### src/rtl/seq_divider_8b.sv
// rtl/seq_divider_8b.sv - 8-bit by 4-bit sequential restoring divider, one quotient bit per clock
module seq_divider_8b (
  input  logic       clk,
  input  logic       rst_n,
  input  logic       start,
  input  logic [7:0] dividend,
  input  logic [3:0] divisor,
  output logic       busy,
  output logic       done,
  output logic [7:0] quotient,
  output logic [3:0] remainder,
  output logic       div_by_zero
);

  typedef enum logic [1:0] {IDLE, RUN, DONE} state_t;

  state_t     state, state_nx;
  logic [7:0] dvd_sh;
  logic [3:0] dvs_r;
  logic [4:0] part_rem;
  logic [2:0] iter;
  logic [4:0] shifted;
  logic [4:0] trial;
  logic       q_bit;
  logic       accept;
  logic       last_iter;
  logic       unused_rem_msb;

  // dvd_sh shifts dividend bits out of the top while quotient bits enter at the bottom
  always_comb begin
    shifted   = {part_rem[3:0], dvd_sh[7]};
    q_bit     = (shifted >= {1'b0, dvs_r});
    trial     = q_bit ? (shifted - {1'b0, dvs_r}) : shifted;
    last_iter = (iter == 3'd7);
  end

  // A restoring step always leaves part_rem below the divisor, so bit 4 never feeds the next shift
  assign unused_rem_msb = part_rem[4];

  always_ff @(posedge clk or negedge rst_n) begin
    if (!rst_n) begin
      state <= IDLE;
    end else begin
      state <= state_nx;
    end
  end

  always_comb begin
    state_nx = state;
    busy     = (state != IDLE);
    done     = (state == DONE);
    accept   = 1'b0;
    case (state)
      IDLE: begin
        if (start) begin
          accept   = 1'b1;
          state_nx = (divisor == 4'd0) ? DONE : RUN;
        end
      end
      RUN: begin
        if (last_iter) begin
          state_nx = DONE;
        end
      end
      DONE: begin
        state_nx = IDLE;
      end
      default: begin
        state_nx = IDLE;
      end
    endcase
  end

  always_ff @(posedge clk or negedge rst_n) begin
    if (!rst_n) begin
      dvd_sh      <= 8'h00;
      dvs_r       <= 4'h0;
      part_rem    <= 5'h00;
      iter        <= 3'd0;
      quotient    <= 8'h00;
      remainder   <= 4'h0;
      div_by_zero <= 1'b0;
    end else if (accept) begin
      if (divisor == 4'd0) begin
        quotient    <= 8'hFF;
        remainder   <= dividend[3:0];
        div_by_zero <= 1'b1;
      end else begin
        dvd_sh   <= dividend;
        dvs_r    <= divisor;
        part_rem <= 5'h00;
        iter     <= 3'd0;
      end
    end else if (state == RUN) begin
      part_rem <= trial;
      dvd_sh   <= {dvd_sh[6:0], q_bit};
      iter     <= iter + 3'd1;
      // Visible results change only here, never mid-iteration
      if (last_iter) begin
        quotient    <= {dvd_sh[6:0], q_bit};
        remainder   <= trial[3:0];
        div_by_zero <= 1'b0;
      end
    end
  end

endmodule

### config.mk
export PLATFORM = sky130hd
export DESIGN_NAME = seq_divider_8b
export DESIGN_NICKNAME = d
export VERILOG_FILES = /design/src/rtl/seq_divider_8b.sv
export SDC_FILE = /design/constraint.sdc
export NUM_CORES = 1
export LEC_CHECK = 0
export CORE_ASPECT_RATIO = 0.7
export CORE_MARGIN = 2
export CORE_UTILIZATION = 55
export CTS_CLUSTER_DIAMETER = 200
export DETAILED_ROUTE_END_ITERATION = 10
export PLACE_DENSITY_LB_ADDON = 0.05
export SYNTH_ARGS = -nofsm -noshare
export SYNTH_HDL_FRONTEND = slang
export SYNTH_SLANG_ARGS = --single-unit
### constraint.sdc
create_clock -name clk -period 4.1 [get_ports clk]
set_input_delay 0.82 -clock clk [delete_from_list [all_inputs] [get_ports clk]]
set_output_delay 0.82 -clock clk [all_outputs]
set_load 0.05 [all_outputs]
==> run_1/met2.png <==
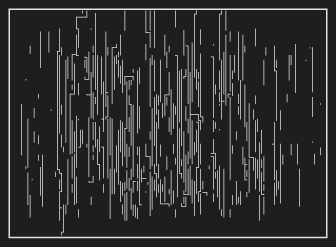
- wire length on this layer: 1700 µm
- longest straight run: 30.9 µm
- nets with wire on the layer: 184
- main direction: vertical

==> run_1/density.png <==
The bar under the picture is 20 µm long. 7 x 5 tiles, from black (low) to pale yellow (high), 0 to 100% covered.
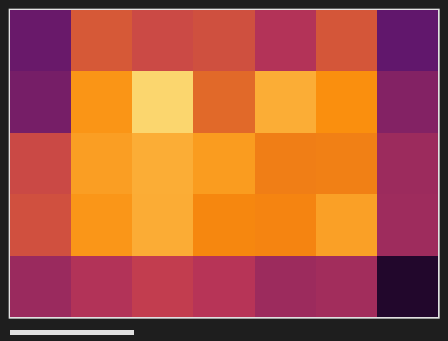
- fullest tile: 91%
- mean over tiles: 58%
- densest ninth of the die: centre
- tiles over 75% full: 29%

==> impl_metrics.env, run 1 <==
# source this file to load flow results
export IMPL_final_cell_area_um2=2030
export IMPL_r2r_start="dvd_sh[7]"
export IMPL_post_cts_repair_setup_buffers=0
export IMPL_die_h_um=49.5
export IMPL_yosys_stat_seqShare_pct=52.3
export IMPL_hold_buffers=0
export IMPL_overflow=0
export IMPL_comb_share_pct=35.1
export IMPL_io_buffers=29
export IMPL_most_common_layout_cells="dfrtp_1, clkdlybuf4s50_1, nand2_1"
export IMPL_logic_area_um2=714
export IMPL_synth_avg_cell_area_um2=10.6
export IMPL_yosys_most_used_dff="dfrtp_1"
export IMPL_row_count=16
export IMPL_coreArea_um2=2800
export IMPL_yosys_stat_cells=153
export IMPL_dp_slack_ps=1430
export IMPL_cts_tree="done"
export IMPL_fin_tns_setup_ps=0
export IMPL_arrival_ps=1730
export IMPL_seqCellArea_um2=851
export IMPL_status="finished, final reports clean"
export IMPL_cap_viol_max_count=0
export IMPL_drc=0
export IMPL_avgRoutedWirePerCell_um=16.7
export IMPL_cts_buffers=5
==> run_1/final_congestion.png <==
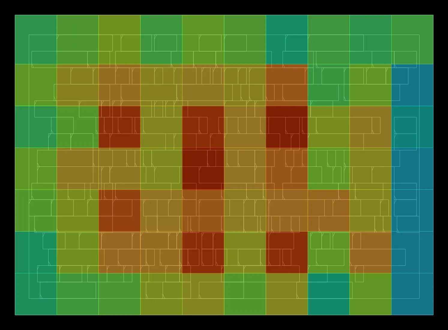
Core Util, Final: 72.5%
GRT met1 Usage: 32.4%
met2 Use GR: 38.1%

==> run_1/met1.png <==
The bar under the picture is 20 µm long.
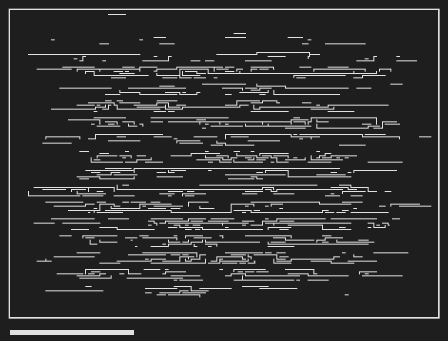

--- run 2 (diff from run 1) ---
--- a/config.mk
+++ b/config.mk
@@ -7,7 +7,7 @@
 export LEC_CHECK = 0
 export CORE_ASPECT_RATIO = 0.7
 export CORE_MARGIN = 2
-export CORE_UTILIZATION = 55
+export CORE_UTILIZATION = 46
 export CTS_CLUSTER_DIAMETER = 200
 export DETAILED_ROUTE_END_ITERATION = 10
 export PLACE_DENSITY_LB_ADDON = 0.05
==> constraint.sdc (replaced) <==
create_clock -name clk -period 2.25 [get_ports clk]
set_input_delay 0.45 -clock clk [delete_from_list [all_inputs] [get_ports clk]]
set_output_delay 0.45 -clock clk [all_outputs]
set_load 0.05 [all_outputs]
==> run_2/met1.png <==
The bar under the picture is 20 µm long.
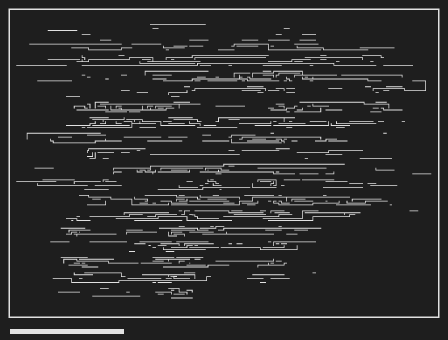
- main direction: horizontal
- share of all routed wire: 48%
- longest straight run: 23.9 µm
- wire length on this layer: 1800 µm
GRT met1 Usage: 29.2%
DR vias: 1320
DRT Wirelength: 3780 µm

==> run 2 against run 1 <==
  * Flip-flop count unchanged
  * Sequential power up 83%
  * Global-route usage down 2.5 points
  * Critical endpoint is now busy
  * Routed wire length up 1.5%
  * Register-to-register slack worse by 1800 ps
  * Highest routed layer unchanged
==> impl_metrics.env, run 2 <==
# source this file to load flow results
export IMPL_status="finished, final reports clean"
export IMPL_post_cts_repair_setup_buffers=0
export IMPL_fin_crit_sh_pct=93.1
export IMPL_seqCellArea_um2=851
export IMPL_avgRoutedWirePerCell_um=15.4
export IMPL_cap_viol_max_count=0
export IMPL_use_met2_pct=31.9
export IMPL_dp_slack_ps=41.5
export IMPL_synth_avg_cell_area_um2=10.6
export IMPL_yosys_stat_cells=153
export IMPL_cts_buffers=5
export IMPL_hold_buffers=0
export IMPL_most_common_layout_cells="dfrtp_1, clkdlybuf4s50_1, nand2_1"
export IMPL_power_frac_comb_pct=57.8
export IMPL_drc=0
export IMPL_cts_tree="done"
export IMPL_ys_sh_simple_pct=14.7
export IMPL_die_h_um=53.8
export IMPL_arrival_ps=1650
export IMPL_max_freq_mhz=477
export IMPL_comb_share_pct=33.8
export IMPL_fin_tns_setup_ps=0
export IMPL_final_cell_area_um2=2110
export IMPL_io_buffers=29
export IMPL_r2r_start="dvd_sh[7]"
export IMPL_overflow=0
export IMPL_leakagePower_nw=0.942
export IMPL_row_count=18
==> run_2/density.png <==
The bar under the picture is 20 µm long. 8 x 5 tiles, from black (low) to pale yellow (high), 0 to 100% covered.
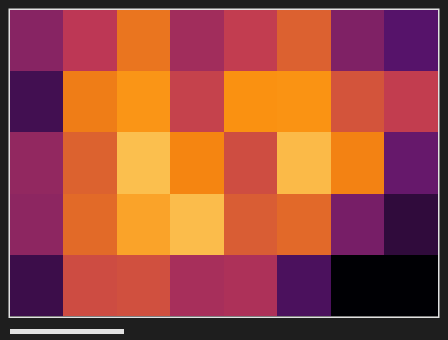
- tiles over 75% full: 18%
- nearly empty tiles: 5.0%
- mean over tiles: 51%
- emptiest ninth of the die: lower right
- fullest tile: 86%
core area: 3450 µm²
Starting Density: 47.2%
Core Util, Final: 61.4%

==> run_2/final_congestion.png <==
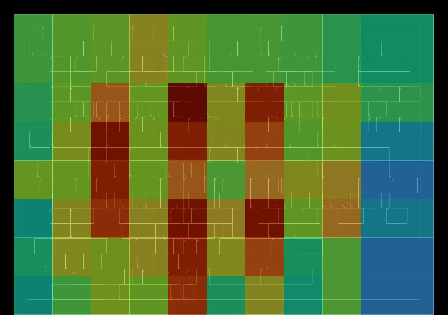

--- run 3 (diff from run 2) ---
--- a/config.mk
+++ b/config.mk
@@ -5,9 +5,11 @@
 export SDC_FILE = /design/constraint.sdc
 export NUM_CORES = 1
 export LEC_CHECK = 0
+export CELL_PAD_IN_SITES_DETAIL_PLACEMENT = 0
+export CELL_PAD_IN_SITES_GLOBAL_PLACEMENT = 1
 export CORE_ASPECT_RATIO = 0.7
 export CORE_MARGIN = 2
-export CORE_UTILIZATION = 46
+export CORE_UTILIZATION = 36
 export CTS_CLUSTER_DIAMETER = 200
 export DETAILED_ROUTE_END_ITERATION = 10
 export PLACE_DENSITY_LB_ADDON = 0.05
==> run_3/final_congestion.png <==
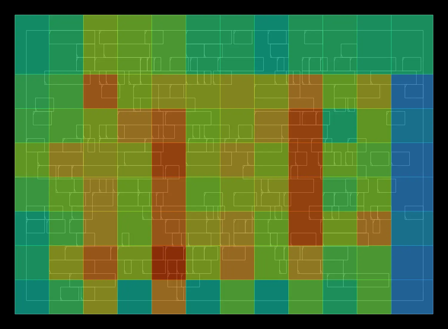
met2 Use GR: 24.9%
Core Util, Final: 48.6%

==> run_3/density.png <==
The bar under the picture is 20 µm long. 8 x 6 tiles, from black (low) to pale yellow (high), 0 to 100% covered.
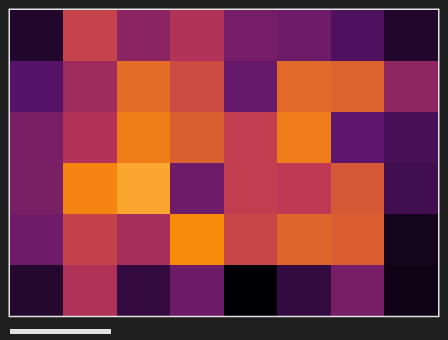
- fullest tile: 81%
- tiles over 75% full: 2.1%
- mean over tiles: 40%

==> run 3 against run 2 <==
  * Critical path depth is the same
  * Largest cell class unchanged
  * Final cell count rose by 1.2%
  * Utilization fell by 13 points
  * Synthesized cell count unchanged
  * Die size increased by 26%
  * Flip-flop count did not move
  * Via count is 0.15% lower
  * Worst setup slack worse by 40 ps
  * Clock skew is 0.89 ps lower
  * Maximum frequency decreased by 1.9%
==> impl_metrics.env, run 3 <==
# source this file to load flow results
export IMPL_synth_avg_cell_area_um2=10.6
export IMPL_die_h_um=60.2
export IMPL_num_vias=1318
export IMPL_seqCellArea_um2=851
export IMPL_initial_core_util_pct=37.4
export IMPL_ys_sh_simple_pct=14.7
export IMPL_fin_crit_sh_pct=94.9
export IMPL_io_buffers=29
export IMPL_r2r_start="dvd_sh[7]"
export IMPL_clock_skew_ps=4.68
export IMPL_top_area_cell="dfrtp_1"
export IMPL_cts_buffers=5
export IMPL_yosys_most_used_dff="dfrtp_1"
export IMPL_swShare_pct=45.0
export IMPL_mux_area_share_pct=3.23
export IMPL_arrival_ps=1690
export IMPL_ys_warn_count=0
export IMPL_power_frac_comb_pct=58.3
export IMPL_leakagePower_nw=0.919
export IMPL_antenna_found_initial=0
export IMPL_final_cell_area_um2=2120
export IMPL_overflow=0
export IMPL_drc=0
export IMPL_cts_root_buf="clkbuf_8"
export IMPL_coreArea_um2=4350
export IMPL_yosys_stat_cells=153
export IMPL_diodes=0
export IMPL_worstPathCellList="nor2_1 > inv_1 > clkdlybuf4s50_1"
export IMPL_ctsHtreeMaxLevel=2
export IMPL_status="finished, final reports clean"
export IMPL_dr_first_iter_drc_count=46
export IMPL_logic_area_um2=716
export IMPL_row_count=20
export IMPL_avgRoutedWirePerCell_um=15.9
export IMPL_cts_tree="done"
export IMPL_dp_slack_ps=107
export IMPL_use_met1_pct=25.8
export IMPL_yosys_stat_seqShare_pct=52.3
export IMPL_powerClk_mw=0.425
export IMPL_hold_buffers=0
export IMPL_comb_share_pct=33.8
export IMPL_cap_viol_max_count=0
export IMPL_post_cts_repair_setup_buffers=0
export IMPL_most_common_layout_cells="dfrtp_1, clkdlybuf4s50_1, nand2_1"
export IMPL_fin_tns_setup_ps=0

==> screenshots <==
Wire density map.
image #1
The bar under the picture is 20 µm long. 17 x 12 tiles, from black (low) to pale yellow (high), scaled to the fullest tile. Values are wire area over tile area, all layers added.
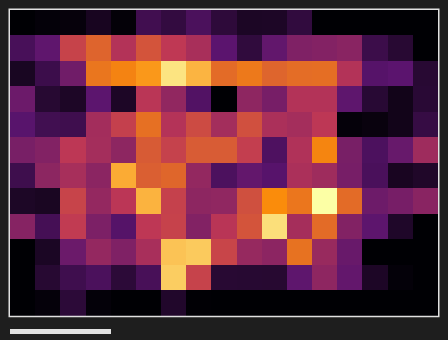
image #2
The bar under the picture is 20 µm long. 14 x 10 tiles, from black (low) to pale yellow (high), scaled to the fullest tile. Values are wire area over tile area, all layers added.
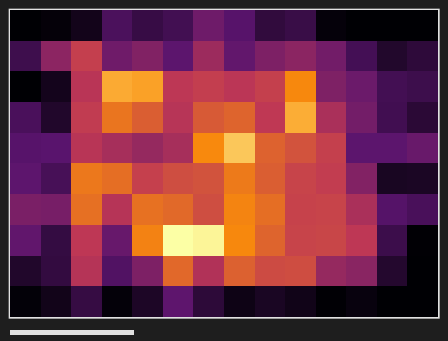
image #3
The bar under the picture is 20 µm long. 15 x 11 tiles, from black (low) to pale yellow (high), scaled to the fullest tile. Values are wire area over tile area, all layers added.
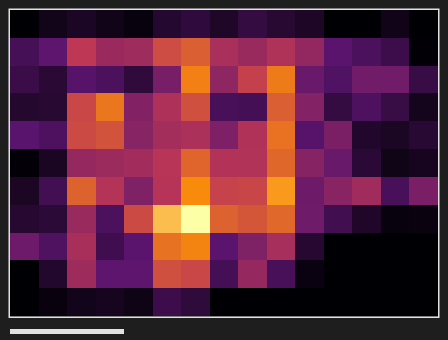
image #3: run 2
image #1: run 3
image #2: run 1

Key to image #3:
- emptiest ninth of the die: lower right
- densest ninth of the die: centre
- mean over tiles: 0.15

Power figures rest on the tool's default switching activity, not on a simulated workload.
